## src/rtl/pe_types.sv

```systemverilog
// Shared configuration type, accumulator FSM encoding and schedule helper
// for the packed 2x2 dot-product accumulator.
package pe_types;

  typedef struct packed {
    int unsigned dot_size;
    int unsigned mult_output_width;
  } pe_cfg_t;

  localparam pe_cfg_t PE_CFG_DEFAULT = '{dot_size: 4, mult_output_width: 9};

  typedef enum logic {
    ACC_IDLE,
    ACC_ACCUM
  } acc_state_e;

  // Cycles from a beat on the multiplier outputs to the registered result.
  function automatic int unsigned dot_latency_accum(input pe_cfg_t cfg);
    return 2 + $clog2(cfg.dot_size);
  endfunction

endpackage

```

## src/rtl/pe_adder_tree_pipe.sv

```systemverilog
// Pipelined binary adder tree: N signed terms, one register per tree level,
// sum available log2(N) cycles after the terms.
module pe_adder_tree_pipe #(
  parameter int unsigned N         = 4,
  parameter int unsigned IN_WIDTH  = 24,
  parameter int unsigned OUT_WIDTH = 24
) (
  input  logic                          clock,
  input  logic [N-1:0][IN_WIDTH-1:0]    terms,
  output logic [OUT_WIDTH-1:0]          sum
);

  // Heap layout: node i sums children 2i and 2i+1; taps N..2N-1 are the leaves.
  // With N a power of two every root-to-leaf path has the same register count.
  logic signed [OUT_WIDTH-1:0] node [1:N-1];
  logic signed [OUT_WIDTH-1:0] tap  [1:2*N-1];

  always_comb begin
    for (int unsigned i = 1; i < N; i++) begin
      tap[i] = node[i];
    end
    for (int unsigned k = 0; k < N; k++) begin
      tap[N+k] = OUT_WIDTH'($signed(terms[k]));
    end
  end

  always_ff @(posedge clock) begin
    for (int unsigned i = 1; i < N; i++) begin
      node[i] <= tap[2*i] + tap[2*i+1];
    end
  end

  assign sum = node[1];

endmodule

```

## src/rtl/pe_dot_accum_4xpack.sv

```systemverilog
// 2x2 (feature x filter) dot-product accumulator: sign-magnitude convert,
// pipelined adder tree per lane, then saturating accumulate and emit.
module pe_dot_accum_4xpack
  import pe_types::*;
#(
  parameter pe_cfg_t     cfg         = PE_CFG_DEFAULT,
  parameter int unsigned ACCUM_WIDTH = 24
) (
  input  logic                                                               clock,
  input  logic                                                               reset,
  input  logic                                                               i_valid,
  input  logic                                                               i_first,
  input  logic                                                               i_last,
  input  logic [1:0][1:0][cfg.dot_size-1:0][cfg.mult_output_width-1:0]       i_mult_output,
  output logic                                                               o_valid,
  output logic [1:0][1:0][ACCUM_WIDTH-1:0]                                   o_result,
  output logic [1:0][1:0]                                                    o_saturated
);

  localparam int unsigned N    = cfg.dot_size;
  localparam int unsigned MW   = cfg.mult_output_width;
  localparam int unsigned PIPE = dot_latency_accum(cfg) - 1;

  localparam logic [ACCUM_WIDTH-1:0] ACC_MAX = {1'b0, {(ACCUM_WIDTH-1){1'b1}}};
  localparam logic [ACCUM_WIDTH-1:0] ACC_MIN = {1'b1, {(ACCUM_WIDTH-1){1'b0}}};

  function automatic logic [ACCUM_WIDTH-1:0] sm_to_tc(input logic [MW-1:0] p);
    logic [ACCUM_WIDTH-1:0] mag;
    mag = ACCUM_WIDTH'(p[MW-2:0]);
    return p[MW-1] ? -mag : mag;
  endfunction

  logic [1:0][1:0][N-1:0][ACCUM_WIDTH-1:0] c_data;
  logic [ACCUM_WIDTH-1:0]                  tree_sum [2][2];
  logic [PIPE-1:0]                         vld_pipe, fst_pipe, lst_pipe;
  logic                                    a_valid, a_first, a_last, emit;

  always_ff @(posedge clock) begin
    for (int unsigned f = 0; f < 2; f++) begin
      for (int unsigned k = 0; k < 2; k++) begin
        for (int unsigned j = 0; j < N; j++) begin
          c_data[f][k][j] <= sm_to_tc(i_mult_output[f][k][j]);
        end
      end
    end
  end

  for (genvar f = 0; f < 2; f++) begin : g_feature
    for (genvar k = 0; k < 2; k++) begin : g_filter
      pe_adder_tree_pipe #(
        .N         (N),
        .IN_WIDTH  (ACCUM_WIDTH),
        .OUT_WIDTH (ACCUM_WIDTH)
      ) u_tree (
        .clock (clock),
        .terms (c_data[f][k]),
        .sum   (tree_sum[f][k])
      );
    end
  end

  // Control flags ride alongside the data through the convert and tree stages.
  always_ff @(posedge clock) begin
    if (reset) begin
      vld_pipe <= '0;
      fst_pipe <= '0;
      lst_pipe <= '0;
    end else begin
      vld_pipe <= {vld_pipe[PIPE-2:0], i_valid};
      fst_pipe <= {fst_pipe[PIPE-2:0], i_first};
      lst_pipe <= {lst_pipe[PIPE-2:0], i_last};
    end
  end

  assign a_valid = vld_pipe[PIPE-1];
  assign a_first = fst_pipe[PIPE-1];
  assign a_last  = lst_pipe[PIPE-1];

  acc_state_e state_q, state_d;

  always_ff @(posedge clock) begin
    if (reset) state_q <= ACC_IDLE;
    else       state_q <= state_d;
  end

  always_comb begin
    state_d = state_q;
    if (a_valid) begin
      if (a_last)       state_d = ACC_IDLE;
      else if (a_first) state_d = ACC_ACCUM;
    end
  end

  logic [1:0][1:0][ACCUM_WIDTH-1:0] acc_q, acc_d;
  logic [1:0][1:0]                  sticky_q, sticky_d;

  // A beat without first always continues from the held accumulator,
  // whether or not the FSM is currently in ACCUM.
  always_comb begin
    logic [ACCUM_WIDTH-1:0] base;
    logic [ACCUM_WIDTH:0]   wide;
    logic                   clip;
    base     = '0;
    wide     = '0;
    clip     = 1'b0;
    acc_d    = acc_q;
    sticky_d = sticky_q;
    emit     = a_valid & a_last;
    for (int unsigned f = 0; f < 2; f++) begin
      for (int unsigned k = 0; k < 2; k++) begin
        base = a_first ? '0 : acc_q[f][k];
        wide = {base[ACCUM_WIDTH-1], base}
             + {tree_sum[f][k][ACCUM_WIDTH-1], tree_sum[f][k]};
        clip = wide[ACCUM_WIDTH] ^ wide[ACCUM_WIDTH-1];
        if (a_valid) begin
          acc_d[f][k]    = clip ? (wide[ACCUM_WIDTH] ? ACC_MIN : ACC_MAX)
                                : wide[ACCUM_WIDTH-1:0];
          sticky_d[f][k] = (a_first ? 1'b0 : sticky_q[f][k]) | clip;
        end
      end
    end
  end

  always_ff @(posedge clock) begin
    if (reset) begin
      acc_q       <= '0;
      sticky_q    <= '0;
      o_valid     <= 1'b0;
      o_result    <= '0;
      o_saturated <= '0;
    end else begin
      acc_q    <= acc_d;
      sticky_q <= sticky_d;
      o_valid  <= emit;
      if (emit) begin
        o_result    <= acc_d;
        o_saturated <= sticky_d;
      end
    end
  end

endmodule

```

## config.mk

```make
export PLATFORM = sky130hd
export DESIGN_NAME = pe_dot_accum_4xpack
export DESIGN_NICKNAME = d
export VERILOG_FILES = /design/src/rtl/pe_types.sv /design/src/rtl/pe_adder_tree_pipe.sv /design/src/rtl/pe_dot_accum_4xpack.sv
export SDC_FILE = /design/constraint.sdc
export NUM_CORES = 1
export LEC_CHECK = 0
export CORE_MARGIN = 2
export CORE_UTILIZATION = 30
export DETAILED_ROUTE_END_ITERATION = 8
export HOLD_SLACK_MARGIN = 0.1
export PLACE_DENSITY = 0.55
export SYNTH_ARGS = -nofsm -noshare
export SYNTH_HDL_FRONTEND = slang
export SYNTH_SLANG_ARGS = --single-unit
```

## constraint.sdc

```tcl
create_clock -name clock -period 6.1 [get_ports clock]
set_input_delay 1.22 -clock clock [delete_from_list [all_inputs] [get_ports clock]]
set_output_delay 1.22 -clock clock [all_outputs]
set_load 0.02 [all_outputs]
```

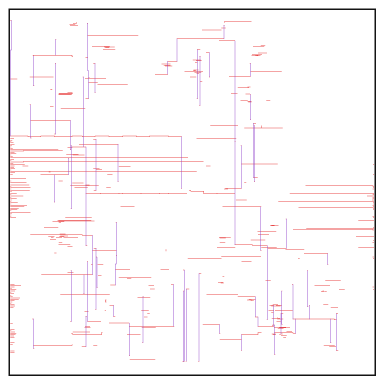
Run 1: signal wires by layer
(1 px per µm) Only two layers are drawn.
Key: red = M3 [wire length 4,590 µm]; purple = M4 [wire length 2,700 µm]
gr usage total: 15.5%
DR WL/cell: 16.3 µm
routed via count: 31,515

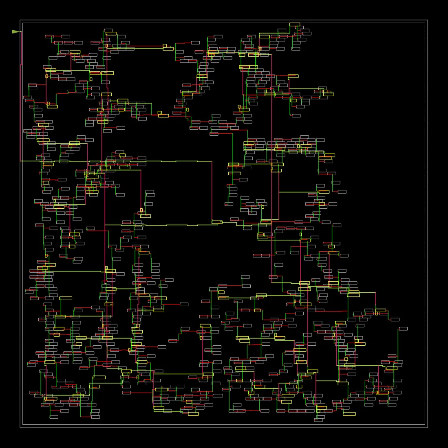
Run 1: clock wiring as the flow saved it
TritonCTS Sinks: 738
Clk. pwr: 5.72 mW
Seq cells: 738
clk ins delay skew pair: 700 ps
Num CTS Buffers: 88

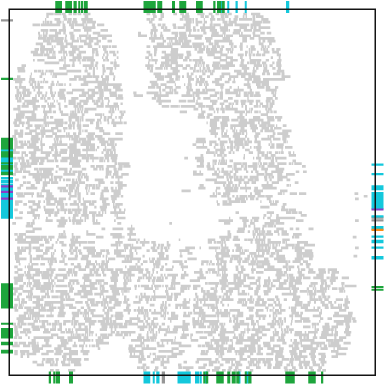
Run 1: I/O pins on the die edge
(1 px per µm) Pins as bars across the die edge, other pins in gray.
Key: green = i_mult_output [pins 144, direction input, edge 53 top, 49 left, 40 bottom, 2 right]; orange = reset [pins 1, direction input, edge right]; purple = o_saturated [pins 4, direction output, edge 3 left, 1 right]; cyan = o_result [pins 96, direction output, edge 34 left, 30 bottom, 26 right, 6 top]
port buffer count: 249
Die Wd: 364 µm
Die Ht: 364 µm

-- run 1: final timing paths --
| path | end | slack (ps) | depth (start not counted) |
|---|---|---|---|
| worst min-delay path | lst_pipe[2]$_SDFF_PP0_ | 430 | 1 |
| worst min register to register | lst_pipe[2]$_SDFF_PP0_ | 430 | 1 |
| worst max-delay path | acc_q[38]$_SDFF_PP0_ | 1260 | 11 |
| worst max register to register | acc_q[38]$_SDFF_PP0_ | 1260 | 11 |
-- run 1: cell families (layout without fill, tap and decap cells) --
family | count (synthesis) | count (layout) | synth area share [%]
DFF | 738 | 738 | 37.9
muxes | 11 | 11 | 0.289
AOI/OAI and AO/OA | 1397 | 1397 | 23.8
and+or+nand+nor | 1191 | 1191 | 14.6
adders and majority gates | 361 | 361 | 11.9
buffers and inverters | 404 | 643 | 3.97
xor gates and xnor gates | 335 | 335 | 7.55
-- run 1: per-layer routing --
layer  up-vias  part of all wire, %
met5         -                    0
met4         0                  2.6
li1      16186                    -
met1     14582                   48
met2       602                   45
met3       145                  4.4
-- run 1: sequential cells by signal, indices dropped and copies added, names as in the netlist --
| name | count |
|---|---|
| g_feature.g_filter.u_tree.node | 288 |
| c_data | 240 |
| acc_q | 96 |
| o_result | 96 |
| o_saturated | 4 |
| sticky_q | 4 |
| fst_pipe | 3 |
| lst_pipe | 3 |
| vld_pipe | 3 |
| o_valid | 1 |
-- run 1: power by group through the flow --
| stage | Clock, mW | Combinational (mW) | Sequential (mW) |
|---|---|---|---|
| floorplan | 0 | 4.94 | 6.02 |
| global placement | 0 | 6.42 | 6.32 |
| detailed placement | 0 | 6.45 | 6.30 |
| CTS | 5.91 | 6.51 | 6.21 |
| global route | 6.10 | 7.28 | 6.25 |
| finish | 5.72 | 6.48 | 6.18 |
==> results_dict.tcl, run 1 <==
# metrics dict for downstream scripts
set metrics [dict create \
    critPathLaunchType "flop" \
    drc 0 \
    n_all_buffers 264 \
    yosysTopAreaCellShare_pct 37.9 \
    crit_chain "buf_4 -> nor2b_1 -> ha_1 -> and2_1 -> a2111oi_0 -> a31oi_4 -> a21oi_2 -> nand2_1 -> o21ai_2 -> a21oi_1 -> a211oi_1" \
    antenna-diode-count 0 \
    top_usage_layer "met2" \
    critical_path.max_fanout 50 \
    hold_viol 0 \
    dpl.hpwl_um 78700 \
    syn_nets 4942 \
    worstSetupPathType "reg2reg" \
    grt_max_degree 147 \
    n_clock_buffer 119 \
    finalClockPeriodUsage_pct 79.3 \
    ys_cells 4437 \
    use_met2_pct 25.0 \
    hold_ws_ps 433 \
    critPathMaxStageDelay_ps 880 \
    antenna_found_initial 2 \
    ys_ff 738 \
    most_common_cell "dfxtp_1" \
    dr.pass1.iters 5 \
    layout_setup_ws_ps 1260 \
    p_per_area_nw_per_um2 397 \
    ys_seq_share_pct 37.9 \
    path_buffers 1 \
    status "complete, no violations" \
    dp_cells 6254 \
    avgSynthCellArea_um2 8.78 \
    fin_setup_tns_ps 0 \
    drtAntennaViolNets 0 \
    tap_cells 1742 \
    max_slew_margin_pct 23.2 \
    placed_area_um2 43000 \
    ir_worst_vdd_mv 0.219 \
    cp_top_family "AND-OR/OR-AND gates" \
    edf_count 0 \
    buffer_area_share_pct 5.64 \
    grt_pass1_wl_um 166000 \
    routed_wirelength_um 104000 \
    ios 250 \
    synthCells 4437 \
    ys_top_cells_by_area "dfxtp_1, ha_1, xnor2_1, a21oi_1, nor2_1" \
    clk_pin_slew_ps 60 \
    pwr-share-comb_pct 35.3 \
    common_cells "dfxtp_1, nor2_1, a21oi_1" \
    fin_crit_ps 4840 \
    async_flop_share_pct 0 \
    yosys_area_um2 39000 \
    dr.first_iter.drc_count 1626 \
    seq-cell-share_pct 31.9 \
    power_leakage_nw 18.9 \
    finalMaxSlewViolations 0 \
    tritoncts "yes" \
    comb_cells 3295 \
    largest_area_cell "dfxtp_1" \
    worstPathRequired_ps 6660 \
    rows 132 \
    drv_cap 0 \
    warnings 28 \
    seqCellArea_um2 14800 \
    syn_area_um2 39000 \
    worstMarginPinSlew_ps 1150 \
    root_buffer "clkbuf_16" \
    flop_cell "dfxtp_1" \
    final_cell_area_um2 46300 \
    postCtsHoldBufs 0 \
    internal_power_mw 11.9 \
    fin_nets 5107 \
    dominant_cells "multi-input combinational cells" \
]
Run 1, met4 routing:
(1 px per µm)
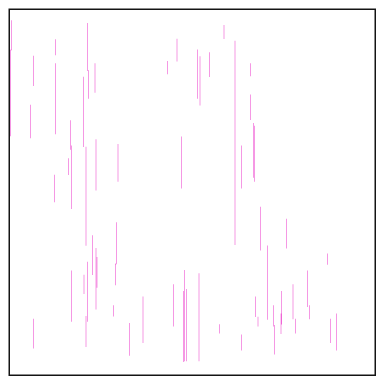

--- run 2 (diff from run 1) ---
- PLACE_DENSITY: 0.55 -> 0.57
- clock period: 6.1 -> 4.3 ns (I/O delays scaled with it)
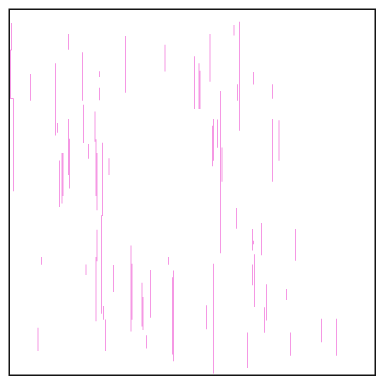
Run 2: met4 routing
(1 px per µm)
The layer carries 2,990 µm of wire. The longest straight run is 162 µm.
WL final: 104,000 µm
routed via count: 31,659

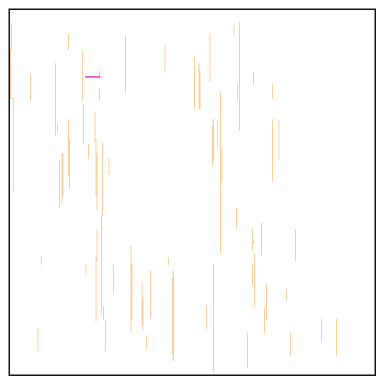
Run 2: signal wires by layer
(1 px per µm) Only two layers are drawn.
Key: magenta = M5 [wire length 13.8 µm]; orange = M4 [wire length 2,990 µm]
DR WL/cell: 16.1 µm
gr usage total: 15.2%

==> results_dict.tcl, run 2 <==
# metrics dict for downstream scripts
set metrics [dict create \
    status "complete, no violations" \
    tritoncts "yes" \
    path_depth 14 \
    wl_met1_um 49100 \
    grt-ovfl-total 0 \
    rows 132 \
    most_common_cell "dfxtp_1" \
    grt_max_degree 122 \
    fin_setup_tns_ps 0 \
    max_slew_margin_pct 22.3 \
    antenna-diode-count 0 \
    syn_area_um2 39000 \
    cts_resized 0 \
    reg2reg_slack_ps 290 \
    crit_path_end_kind "flop" \
    htreeDepth 3 \
    fp-utilization_pct 30.2 \
    cts.sink_count 738 \
    edf_count 0 \
    ys_ff 738 \
    ios 250 \
    critical_path.max_fanout 11 \
    syn_nets 4942 \
    rr_endpoint "o_result[67]$_SDFFE_PP0P_" \
    setup_viol 0 \
    route.met3.wl_um 5500 \
    post_cts_buffers 0 \
    drive_gt1_share_pct 4.52 \
    clk_pin_slew_ps 60 \
    totalPowerFinal_mw 25.4 \
    finalClockPeriodUsage_pct 93.2 \
    logic_area_um2 22700 \
    synthDistinctLibCells 82 \
    top_layer_used "met5" \
    dr.pass1.iters 7 \
    yosysTopAreaCellShare_pct 37.9 \
    ys_seq_share_pct 37.9 \
    cpMostUsedCell "nor2b_1" \
    drtAntennaViolNets 0 \
    drc 0 \
    critPathMaxStageDelay_ps 610 \
    max_freq_mhz 249 \
    n_fill_cell 13277 \
    largest_reg_flops 288 \
    yosys_area_um2 39000 \
    worstMarginPinSlew_ps 1140 \
    met2WireLength_um 45900 \
    crit_chain "nor2b_1 -> ha_1 -> inv_1 -> fa_1 -> nor2b_1 -> o31ai_1 -> a2111oi_1 -> o2111ai_1 -> o21ai_2 -> a21oi_1 -> o32ai_2 -> buf_4 -> a31oi_1 -> a211oi_1" \
    cp_top_family "AND-OR/OR-AND gates" \
    ir_worst_vdd_mv 0.304 \
    drv_cap 0 \
    top_regs "g_feature.g_filter.u_tree.node x288, c_data x240" \
    hp-start "vld_pipe[1]$_SDFF_PP0_" \
    seqCellArea_um2 14800 \
    flop_cell "dfxtp_1" \
    gp_congestion 0.860 \
    synthCells 4437 \
    avgSynthCellArea_um2 8.78 \
    yosys_warnings 0 \
    io_buffer_count 249 \
    fp.dieW_um 364 \
    fin_crit_ps 4010 \
    path_buffers 2 \
    worstSetupPathType "reg2reg" \
    root_buffer "clkbuf_16" \
    dpl.hpwl_um 78500 \
    hold_viol 0 \
    largest_area_cell "dfxtp_1" \
    holdPathStages 1 \
    common_cells "dfxtp_1, nor2_1, a21oi_1" \
    crit_end "o_result[67]$_SDFFE_PP0P_" \
    die_area_um2 133000 \
    hold_ws_ps 437 \
    clockBufferDepth 3 \
    die.size.y_um 364 \
    place_worst_setup_slack_ps 121 \
    dr.first_iter.drc_count 1842 \
    cp_slowest_cell "a2111oi_1" \
    ys_cells 4437 \
    async_flop_share_pct 0 \
    mostFrequentLayoutCells "dfxtp_1, nor2_1, a21oi_1" \
    syn_to_final_growth_pct 18.2 \
    worstSetupStartpoint "fst_pipe[2]$_SDFF_PP0_" \
    critPathLaunchType "flop" \
    power_leakage_nw 18.8 \
    layout_setup_ws_ps 291 \
    final_common_cell "dfxtp_1" \
    postCtsHoldBufs 0 \
    finalMaxSlewViolations 0 \
    final_util_pct 35.7 \
    warnings 30 \
    fin_nets 5110 \
    worstPathRequired_ps 4860 \
    antenna_found_initial 1 \
    min_path_type "reg2reg" \
    regMostFlops "g_feature.g_filter.u_tree.node" \
    rsz0062_at_grt "no" \
    hold_end "vld_pipe[2]$_SDFF_PP0_" \
    grt_pass1_wl_um 163000 \
    worstReg2RegStart "fst_pipe[2]$_SDFF_PP0_" \
    clock_latency_ps 660 \
    grt_pass1_vias 30123 \
    arrival_ps 4560 \
    p_per_area_nw_per_um2 552 \
    vias_per_cell 4.94 \
    core_um2 129000 \
    ys_top_cells_by_area "dfxtp_1, ha_1, xnor2_1, a21oi_1, nor2_1" \
    worstRegToRegCells 14 \
]
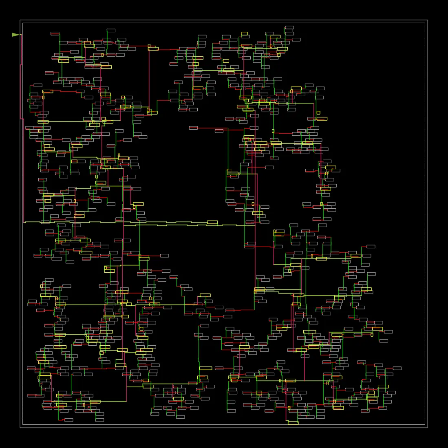
Run 2: clock wiring as the flow saved it
final setup skew: 19.6 ps
Clk. pwr: 7.46 mW
Num CTS Buffers: 85
layout clock buffer count: 112

==> run 2: cell counts after synthesis <==
No cell type changed its count.
==> run 2: logic make-up after synthesis <==
logic type	count (synthesis)	share of synthesized area, %
muxes	11	0.289
xor gates and xnor gates	335	7.55
DFF	738	37.9
and+or+nand+nor	1191	14.6
adders and majority gates	361	11.9
AOI/OAI and AO/OA	1397	23.8
buffers and inverters	404	3.97
==> run 2: worst register-to-register path, stage by stage, from the launching register on <==
cell and delay, ps:
dfxtp_4 390, nor2b_1 130, ha_1 200, inv_1 70, fa_1 400, nor2b_1 170, o31ai_1 130, a2111oi_1 610
o2111ai_1 270, o21ai_2 290, a21oi_1 140, o32ai_2 460, buf_4 290, a31oi_1 80, a211oi_1 290
==> run 2: power by group <==
part           total [mW]  switching (mW)  internal [mW]
Sequential           8.79           0.677           8.11
Clock                7.46            3.00           4.46
Combinational        9.15            5.29           3.86
Total                25.4            8.97           16.4
==> run 2: area by class of cell <==
type / instances / share of cell area, %
multi-input cells: 3295 / 49.3
inverters: 215 / 1.75
well taps: 1742 / 4.73
repair buffers: 270 / 5.84
flip-flops and latches: 738 / 32.1
clock buffers: 112 / 5.17
clock inverters: 42 / 1.13
==> run 2: through the flow <==
step	std cells	instance area, µm²
3_3_place_gp	6260	43100
4_1_cts	6414	46000
3_5_place_dp	6260	43100
2_1_floorplan	4437	39000
5_1_grt	6414	46000
6_report	6414	46000
==> run 2: metal layers <==
metal  up-vias  GRT usage, %
li1      16212             -
met1     14641          20.4
met2       643          24.2
met3       161          2.96
met4         2          5.39
met5         -             0
Power is estimated from default activity; no workload was simulated.
